===== src/rtl/exp_controller.sv =====
// Sequencing FSM for an a^n exponentiation datapath: drives load enables and mux selects.
// Latency: start sampled at edge E0 -> DONE entered at edge E0+2n+3; done lasts one cycle.
// Backpressure: none; start is only accepted in IDLE, abort cancels INIT/CHECK/LOOP.
module exp_controller #(
  parameter int CNT_W = 8
) (
  input  logic             clk,
  input  logic             rst,
  input  logic             start,
  input  logic             abort,
  input  logic             n_grtr_0,
  output logic             ld_a,
  output logic             ld_n,
  output logic             ld_result,
  output logic             ld_output,
  output logic             sel_n_reg,
  output logic             sel_result_reg,
  output logic             busy,
  output logic             done,
  output logic [CNT_W-1:0] iter_cnt,
  output logic [2:0]       state_o
);

  typedef enum logic [2:0] {
    IDLE  = 3'd0,
    INIT  = 3'd1,
    CHECK = 3'd2,
    LOOP  = 3'd3,
    OUT   = 3'd4,
    DONE  = 3'd5
  } state_t;

  state_t state;
  state_t state_nxt;

  localparam logic [CNT_W-1:0] CNT_MAX = {CNT_W{1'b1}};
  localparam logic [CNT_W-1:0] CNT_ONE = {{(CNT_W-1){1'b0}}, 1'b1};

  // State register; reset forces IDLE without waiting for a clock edge.
  always_ff @(posedge clk or negedge rst) begin
    if (!rst) begin
      state <= IDLE;
    end else begin
      state <= state_nxt;
    end
  end

  // Next-state logic and pure state decode of the datapath controls.
  always_comb begin
    state_nxt      = IDLE;
    ld_a           = 1'b0;
    ld_n           = 1'b0;
    ld_result      = 1'b0;
    ld_output      = 1'b0;
    sel_n_reg      = 1'b0;
    sel_result_reg = 1'b0;
    done           = 1'b0;
    busy           = (state != IDLE);
    case (state)
      IDLE: begin
        // start beats abort here; abort has nothing to cancel in IDLE
        state_nxt = start ? INIT : IDLE;
      end
      INIT: begin
        ld_a      = 1'b1;
        ld_n      = 1'b1;
        ld_result = 1'b1;
        state_nxt = abort ? IDLE : CHECK;
      end
      CHECK: begin
        if (abort) begin
          state_nxt = IDLE;
        end else begin
          state_nxt = n_grtr_0 ? LOOP : OUT;
        end
      end
      LOOP: begin
        ld_result      = 1'b1;
        sel_result_reg = 1'b1;
        ld_n           = 1'b1;
        sel_n_reg      = 1'b1;
        state_nxt      = abort ? IDLE : CHECK;
      end
      OUT: begin
        ld_output = 1'b1;
        state_nxt = DONE;
      end
      DONE: begin
        done      = 1'b1;
        state_nxt = IDLE;
      end
      default: begin
        // unused codes 6-7 recover to IDLE
        busy      = 1'b0;
        state_nxt = IDLE;
      end
    endcase
  end

  // Iteration counter: cleared in INIT, counts LOOP cycles, saturates, holds otherwise.
  always_ff @(posedge clk or negedge rst) begin
    if (!rst) begin
      iter_cnt <= '0;
    end else if (state == INIT) begin
      iter_cnt <= '0;
    end else if ((state == LOOP) && (iter_cnt != CNT_MAX)) begin
      iter_cnt <= iter_cnt + CNT_ONE;
    end
  end

  assign state_o = state;

endmodule

===== config.mk =====
export PLATFORM = sky130hd
export DESIGN_NAME = exp_controller
export DESIGN_NICKNAME = d
export VERILOG_FILES = /design/src/rtl/exp_controller.sv
export SDC_FILE = /design/constraint.sdc
export NUM_CORES = 1
export LEC_CHECK = 0
export CORE_ASPECT_RATIO = 1.2
export CORE_MARGIN = 2
export CORE_UTILIZATION = 31
export CTS_CLUSTER_DIAMETER = 80
export DETAILED_ROUTE_END_ITERATION = 8
export PLACE_DENSITY_LB_ADDON = 0.12
export SLEW_MARGIN = 0
export SYNTH_ARGS = -nofsm -noshare
export SYNTH_HDL_FRONTEND = slang
export SYNTH_SLANG_ARGS = --single-unit

===== constraint.sdc =====
create_clock -name clk -period 2.2 [get_ports clk]
set_input_delay 0.66 -clock clk [delete_from_list [all_inputs] [get_ports clk]]
set_output_delay 0.66 -clock clk [all_outputs]
set_load 0.01 [all_outputs]

Fig. 1: run 1, sequential cells coloured by netlist name
Drawn at 8 px/um. Other cells in grey.
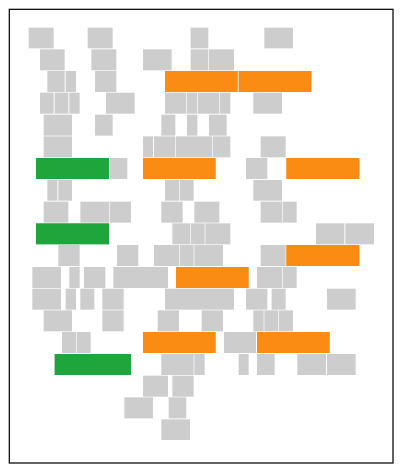
Key: `iter_cnt` = orange [placed flops 8]; `state_o` = green [placed flops 3]
Post-Route Utilization: 45.3%
Seq/total area: 27.3%

Fig. 2: run 1, PDN straps and rails
Drawn at 6 px/um. Pins as bars on the die edge.
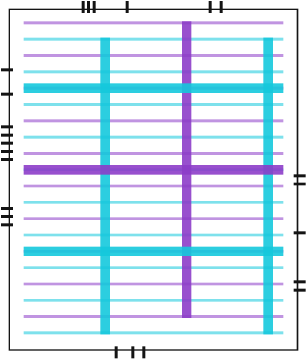
Key: VDD = purple; VSS = cyan
The core has 19 rows. 24 signal pins sit on the boundary.
Max IR drop VDD: 471 uV
chip width: 47.8 um
core box area: 2230 um^2
Die H: 56.5 um

==> impl_metrics.py, run 1 <==
# Auto-generated metrics
metrics = {
    "status": {
        "outcome": "finished clean",
    },
    "layout": {
        "drive_gt1_share_pct": 13.6,
        "layout_top_cell": "clkdlybuf4s50_1",
        "layout_top_cells": "clkdlybuf4s50_1, dfrtp_1, buf_4",
    },
    "critical_path": {
        "path_cells": "nand2b_1 > inv_2 > clkdlybuf4s50_1",
        "worstPathMaxFanout": 5,
    },
    "floorplan": {
        "dieArea_um2": 2700,
    },
    "routing": {
        "routed_wirelength_um": 1870,
        "routed-wl-met2_um": 1010,
        "wl_per_cell_um": 14.0,
        "viasPerCell": 5.23,
    },
    "logic_synthesis": {
        "common_cells": "dfrtp_1, a21oi_1, nor3_1, a211oi_1, nor2_1",
        "syn-instance-count": 75,
        "top_cell": "dfrtp_1",
        "avgSynthCellArea_um2": 9.51,
        "mux_share_pct": 3.16,
        "syn_area_um2": 713,
        "ys.flops": 11,
        "yosysWarnings": 0,
        "async_flop_share_pct": 100,
    },
    "global_routing": {
        "grt-busiest-layer": "met2",
        "grt_pass1_wl_um": 3170,
        "grt_pass1_vias": 706,
        "grt_overflow": 0,
        "antenna_found_initial": 0,
    },
    "clocking": {
        "clk_pin_slew_ns": 0.08,
        "clkLatencyLatePin_ns": 0.27,
        "cts_buffer_depth": 2,
    },
    "flow_run": {
        "warnings": 26,
    },
    "sta": {
        "hold_viol": 0,
        "slew_viol_final": 0,
    },
    "worst_hold_path": {
        "hold_end": "state_o[0]",
    },
    "power": {
        "power_density_nw_per_um2": 920,
    },
}
Fig. 3: run 1, placed cells, one colour a class
Drawn at 8 px/um. Fill, decap, tap and diode cells in grey.
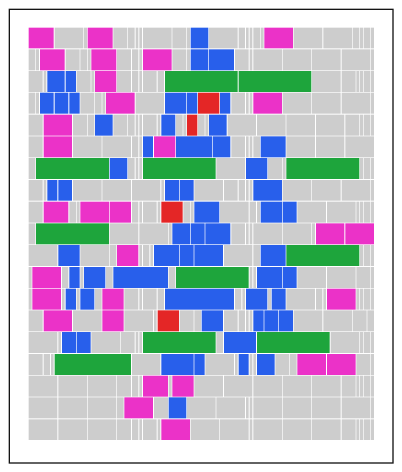
Key: remaining buffers and delay cells = magenta [cells 30, share of their area 28%]; sequential cells = green [cells 11, share of their area 28%]; clock drivers and dummy loads = red [cells 4, share of their area 2.7%]; remaining logic cells = blue [cells 58, share of their area 41%]
Design Area, Final: 1010 um^2
row count: 19

run 1: final cells by class:
| cell class | count | area share [%] |
|---|---|---|
| Multi-Input combinational cell | 56 | 38.3 |
| Sequential cell | 11 | 27.3 |
| Timing Repair Buffer | 30 | 27.2 |
| Tap cell | 31 | 3.83 |
| Clock buffer | 4 | 2.60 |
| Inverter | 2 | 0.742 |
run 1: metrics by stage:
stage,hold WS [ns],cell area (um^2)
3_3_place_gp,0.500,985
5_1_grt,0.562,1010
6_report,0.515,1010
3_5_place_dp,0.512,985
4_1_cts,0.523,1010
2_1_floorplan,0.364,713
run 1: worst reg2reg max path, delay by kind of cell (launching register included):
family	cells	cell delay (ns)
multiplexers	1	0.35
flip-flops	1	0.46
AND-OR/OR-AND	1	0.24
AND/OR/NAND/NOR	1	0.27
adder cells (fa/ha/maj)	1	0.29
run 1: worst max-delay path by stage:
stage	start	slack (ns)	depth (start not counted)	endpoint
floorplan	state_o[0]	0.26	5	sel_result_reg
global placement	state_o[1]	0.22	3	done
detailed placement	state_o[2]	0.21	4	sel_result_reg
CTS	state_o[2]	0.08	3	ld_result
global route	state_o[2]	0.03	3	ld_result
finish	state_o[2]	0.1	3	ld_result
run 1: logic make-up after synthesis:
kind of cell	after synthesis
and+or+nand+nor	38
AOI/OAI and AO/OA	15
DFF	11
buffers and inverters	8
muxes	2
adders and majority gates	1
run 1: flip-flops by register name (all words and copies together) (netlist names):
register	count
iter_cnt	8
state_o	3
run 1: where the power goes:
group | switching [W] | total (W) | internal, W
Combinational | 0.000245 | 0.000503 | 0.000258
Sequential | 0.0000473 | 0.000283 | 0.000236
Clock | 0.0000750 | 0.000145 | 0.0000703
Total | 0.000367 | 0.000931 | 0.000564
## Run 2: what changed since run 1
--- a/config.mk
+++ b/config.mk
@@ -13,2 +13,3 @@
 export PLACE_DENSITY_LB_ADDON = 0.12
+export RECOVER_POWER = 50
 export SLEW_MARGIN = 0
--- a/constraint.sdc
+++ b/constraint.sdc
@@ -3,2 +3,2 @@
 set_output_delay 0.66 -clock clk [all_outputs]
-set_load 0.01 [all_outputs]
+set_load 0.1 [all_outputs]
Fig. 4: run 2, congestion heat map
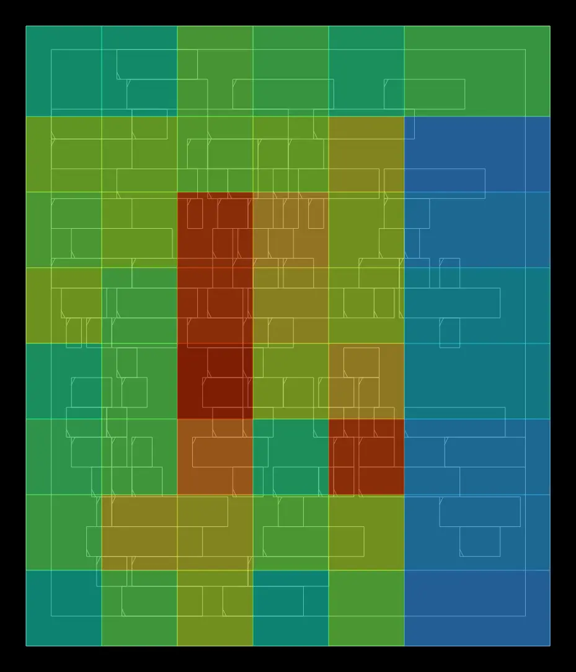
GR peak layer: met2
GR Util met2: 23.2%
met1 Resource Use GR: 19.5%

==> impl_metrics.py, run 2 <==
# Auto-generated metrics
metrics = {
    "status": {
        "outcome": "finished clean",
    },
    "clocking": {
        "cts_buffer_depth": 2,
        "clk_pin_slew_ns": 0.08,
    },
    "layout": {
        "layout_top_cell": "buf_12",
        "final_util_pct": 53.6,
        "regMostFlops": "iter_cnt",
        "largest_register_ffs": 8,
        "drive_gt1_share_pct": 36.0,
    },
    "floorplan": {
        "dieArea_um2": 2700,
        "die.size.y_um": 56.5,
        "die_w_um": 47.8,
    },
    "logic_synthesis": {
        "common_cells": "dfrtp_1, a21oi_1, nor3_1, a211oi_1, nor2_1",
        "top_cell": "dfrtp_1",
        "yosysWarnings": 0,
        "syn-instance-count": 75,
        "syn_area_um2": 713,
    },
    "routing": {
        "viasPerCell": 5.10,
    },
    "global_routing": {
        "grt_pass1_vias": 648,
        "grt_overflow": 0,
    },
    "critical_path": {
        "cp.depth": 3,
        "path_cells": "nand2b_1 > nor2_2 > buf_12",
        "worstPathMaxFanout": 15,
    },
    "power": {
        "power_density_nw_per_um2": 1520,
    },
}
Fig. 5: run 2, PDN straps and rails
Drawn at 6 px/um. Pins as bars on the die edge.
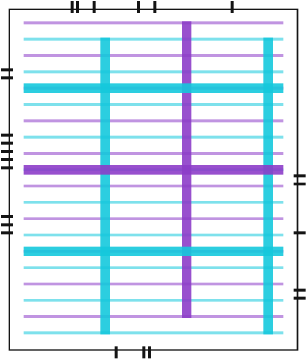
Key: VSS = cyan; VDD = purple
3 straps on met4. The core has 19 rows. 20 met1 rails follow the rows.
Max IR drop VDD: 1250 uV

## run 2: layer usage
metal | share of wire (%) | track usage (%) | up-vias | wire [um]
met2 | 51 | 23.2 | 20 | 949
met5 | 0 | 0 | - | 0
met4 | 0.92 | 4.63 | 0 | 17
li1 | - | - | 328 | -
met3 | 5.0 | 3.86 | 3 | 93
met1 | 42 | 19.5 | 317 | 784
## run 2: report_power, final
group	switching (W)	internal, W
sequential	0.000108	0.000247
clock	0.0000775	0.0000703
combinational	0.000859	0.000456
total	0.00104	0.000773
## run 2: final cells by class
| type | count | area (um^2) | share of cell area (%) |
|---|---|---|---|
| timing repair buffer | 27 | 417 | 34.8 |
| clock buffer | 4 | 26.3 | 2.19 |
| tap | 31 | 38.8 | 3.24 |
| sequential | 11 | 287 | 23.9 |
| inverter | 2 | 11.3 | 0.939 |
| multi-input combinational | 56 | 419 | 35.0 |
## run 2: stage by stage
step / hold slack [ns] / worst slack [ns] / cell area (um^2)
after floorplan: 0.364 / -0.460 / 786
after global placement: 0.590 / 0.278 / 1180
after detailed placement: 0.599 / 0.267 / 1180
after CTS: 0.613 / 0.00277 / 1220
after global routing: 0.568 / 0.00460 / 1200
final: 0.554 / 0.0679 / 1200
## run 2: cells by family after synthesis
family	share of synthesized area, %
AOI/OAI and AO/OA	14.4
muxes	3.16
and+or+nand+nor	35.1
DFF	38.6
adders and majority gates	1.75
buffers and inverters	7.02
## run 2: worst paths after layout
check                              end  slack [ns]
hold reg to reg            iter_cnt[5]        0.55
setup / recovery             ld_output        0.07
min in group asynchronous  iter_cnt[2]        0.79
max in group asynchronous   state_o[2]        1.02
setup reg to reg           iter_cnt[3]        0.38
hold / removal             iter_cnt[5]        0.55
## run 2: timing repair
item,CTS,global route
setup endpoints to repair,2,2
hold buffers,0,0
buffers inserted,2,1
## Run 3: what changed since run 2
- CTS_BUF_LIST: not set -> sky130_fd_sc_hd__clkbuf_16
Fig. 6: run 3, congestion heat map
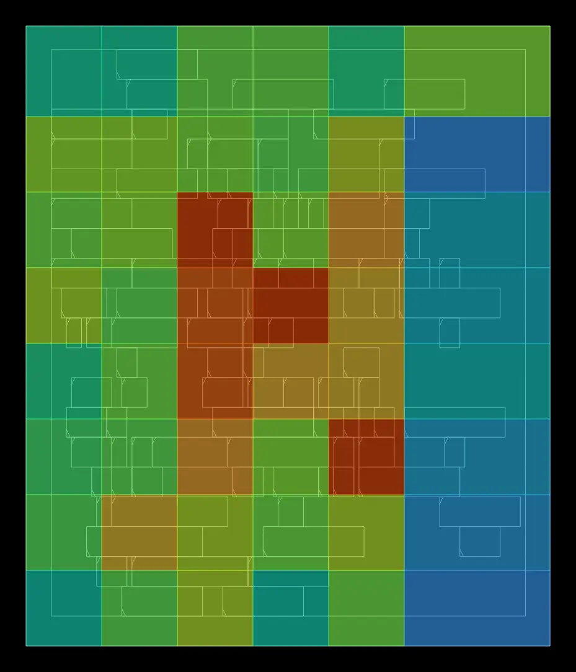
Post-Route Utilization: 54.8%
met1 Resource Use GR: 18.9%
routed len/inst: 14.0 um
GRT met3 Usage: 3.86%
Tot GR Track Use: 15.4%

Fig. 7: run 3, PDN straps and rails
Drawn at 6 px/um. Pins as bars on the die edge.
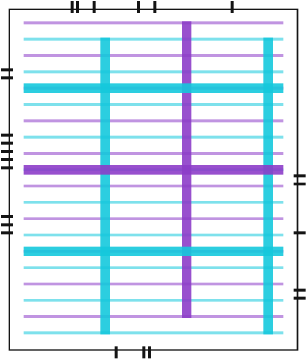
Key: VDD = purple; VSS = cyan
24 signal pins sit on the boundary. 20 met1 rails follow the rows. 3 straps on met4. 3 straps on met5.
Max IR drop VDD: 1260 uV

==> impl_metrics.py, run 3 <==
# Auto-generated metrics
metrics = {
    "power": {
        "swShare_pct": 52.9,
        "seqPwrFrac_pct": 18.7,
        "switchingPower_w": 0.00106,
        "power.share.combinational_pct": 64.8,
    },
    "status": {
        "outcome": "finished clean",
    },
    "layout": {
        "stdcell_area_um2": 1220,
        "layout.area.comb_um2": 419,
        "regMostFlops": "iter_cnt",
    },
    "sta": {
        "slew_viol_final": 0,
        "hold_viol": 0,
    },
    "logic_synthesis": {
        "async_flop_share_pct": 100,
        "avgSynthCellArea_um2": 9.51,
        "syn-instance-count": 75,
        "top_cell": "dfrtp_1",
    },
    "critical_path": {
        "reg2reg_to": "iter_cnt[3]",
        "critPathLaunch": "state_o[2]",
        "worstPathMaxFanout": 12,
        "reg2reg_slack_ns": 0.37,
        "endpoint": "sel_result_reg",
    },
    "clocking": {
        "clk_pin_slew_ns": 0.04,
        "hold_buffers": 0,
    },
    "routing": {
        "dr_wl_met3_um": 88,
        "top_layer": "met4",
        "wl_met1_um": 740,
        "routed_wirelength_um": 1800,
    },
    "floorplan": {
        "die_w_um": 47.8,
        "core_area_um2": 2230,
        "num_rows": 19,
    },
    "global_routing": {
        "grt-busiest-layer": "met2",
    },
}
-- run 3: worst min path at each step --
stage                            from          end  depth (start not counted)
after detailed placement  iter_cnt[5]  iter_cnt[5]                          1
final                     iter_cnt[5]  iter_cnt[5]                          1
after floorplan                   rst  iter_cnt[0]                          0
after global placement    iter_cnt[5]  iter_cnt[5]                          1
after CTS                 iter_cnt[5]  iter_cnt[5]                          1
after global routing      iter_cnt[5]  iter_cnt[5]                          1
-- run 3: cell type report --
type                    count  share of cell area (%)
multi-input cells          56                    34.2
clock buffers               3                    6.13
well taps                  31                    3.17
repair buffers             25                    31.9
clock inverters             1                   0.306
flip-flops and latches     11                    23.4
inverters                   2                   0.919
-- run 3: power by group through the flow --
stage                     Combinational (W)  Sequential (W)  Clock, W
after floorplan                    0.000708        0.000531         0
after global placement              0.00128        0.000374         0
after detailed placement            0.00128        0.000375         0
after CTS                           0.00129        0.000373  0.000331
after global routing                0.00133        0.000385  0.000345
final                               0.00129        0.000372  0.000329
-- run 3: critical path: stages, from the launching register on --
cell	delay (ns)
dfrtp_4	0.55
nand2b_4	0.21
clkinvlp_4	0.12
and2_4	0.17
buf_12	0.17
-- run 3: cell families (layout without fill, tap and decap cells) --
group	after synthesis	in the layout	synth area share (%)
and+or+nand+nor	38	38	35.1
AOI/OAI and AO/OA	15	15	14.4
DFF	11	11	38.6
buffers and inverters	8	31	7.02
muxes	2	2	3.16
adders and majority gates	1	1	1.75
-- run 3: metrics by stage --
step / worst slack, ns / hold slack (ns) / power [W]
after global routing: 0.0277 / 0.562 / 0.00206
final: 0.0693 / 0.548 / 0.00199
after global placement: 0.278 / 0.590 / 0.00165
after CTS: 0.0101 / 0.608 / 0.00199
after floorplan: -0.460 / 0.364 / 0.00124
after detailed placement: 0.267 / 0.599 / 0.00166

==> notes/layouts.md <==
Pictures saved along the way, in no particular order.

Clock network drawn from the DEF.
Drawn at 10 px/um.
image #1
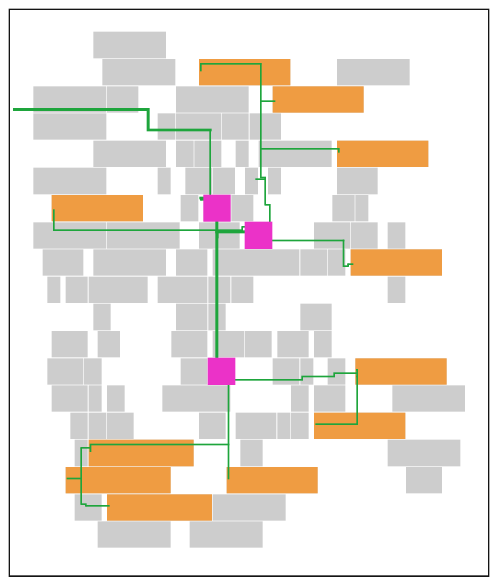
image #2
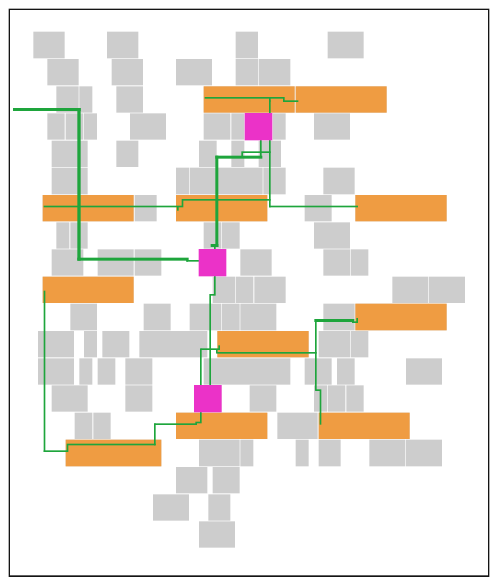
- run 2 = image #1
- run 1 = image #2

Key to image #1:
Key: flip-flops = orange [count 11]; clock-net drivers = magenta [count 3]; clock wires = green [length 184 um]
There are 4 routed clock nets.

No activity file was given, so power comes from the tool's default toggle rates.
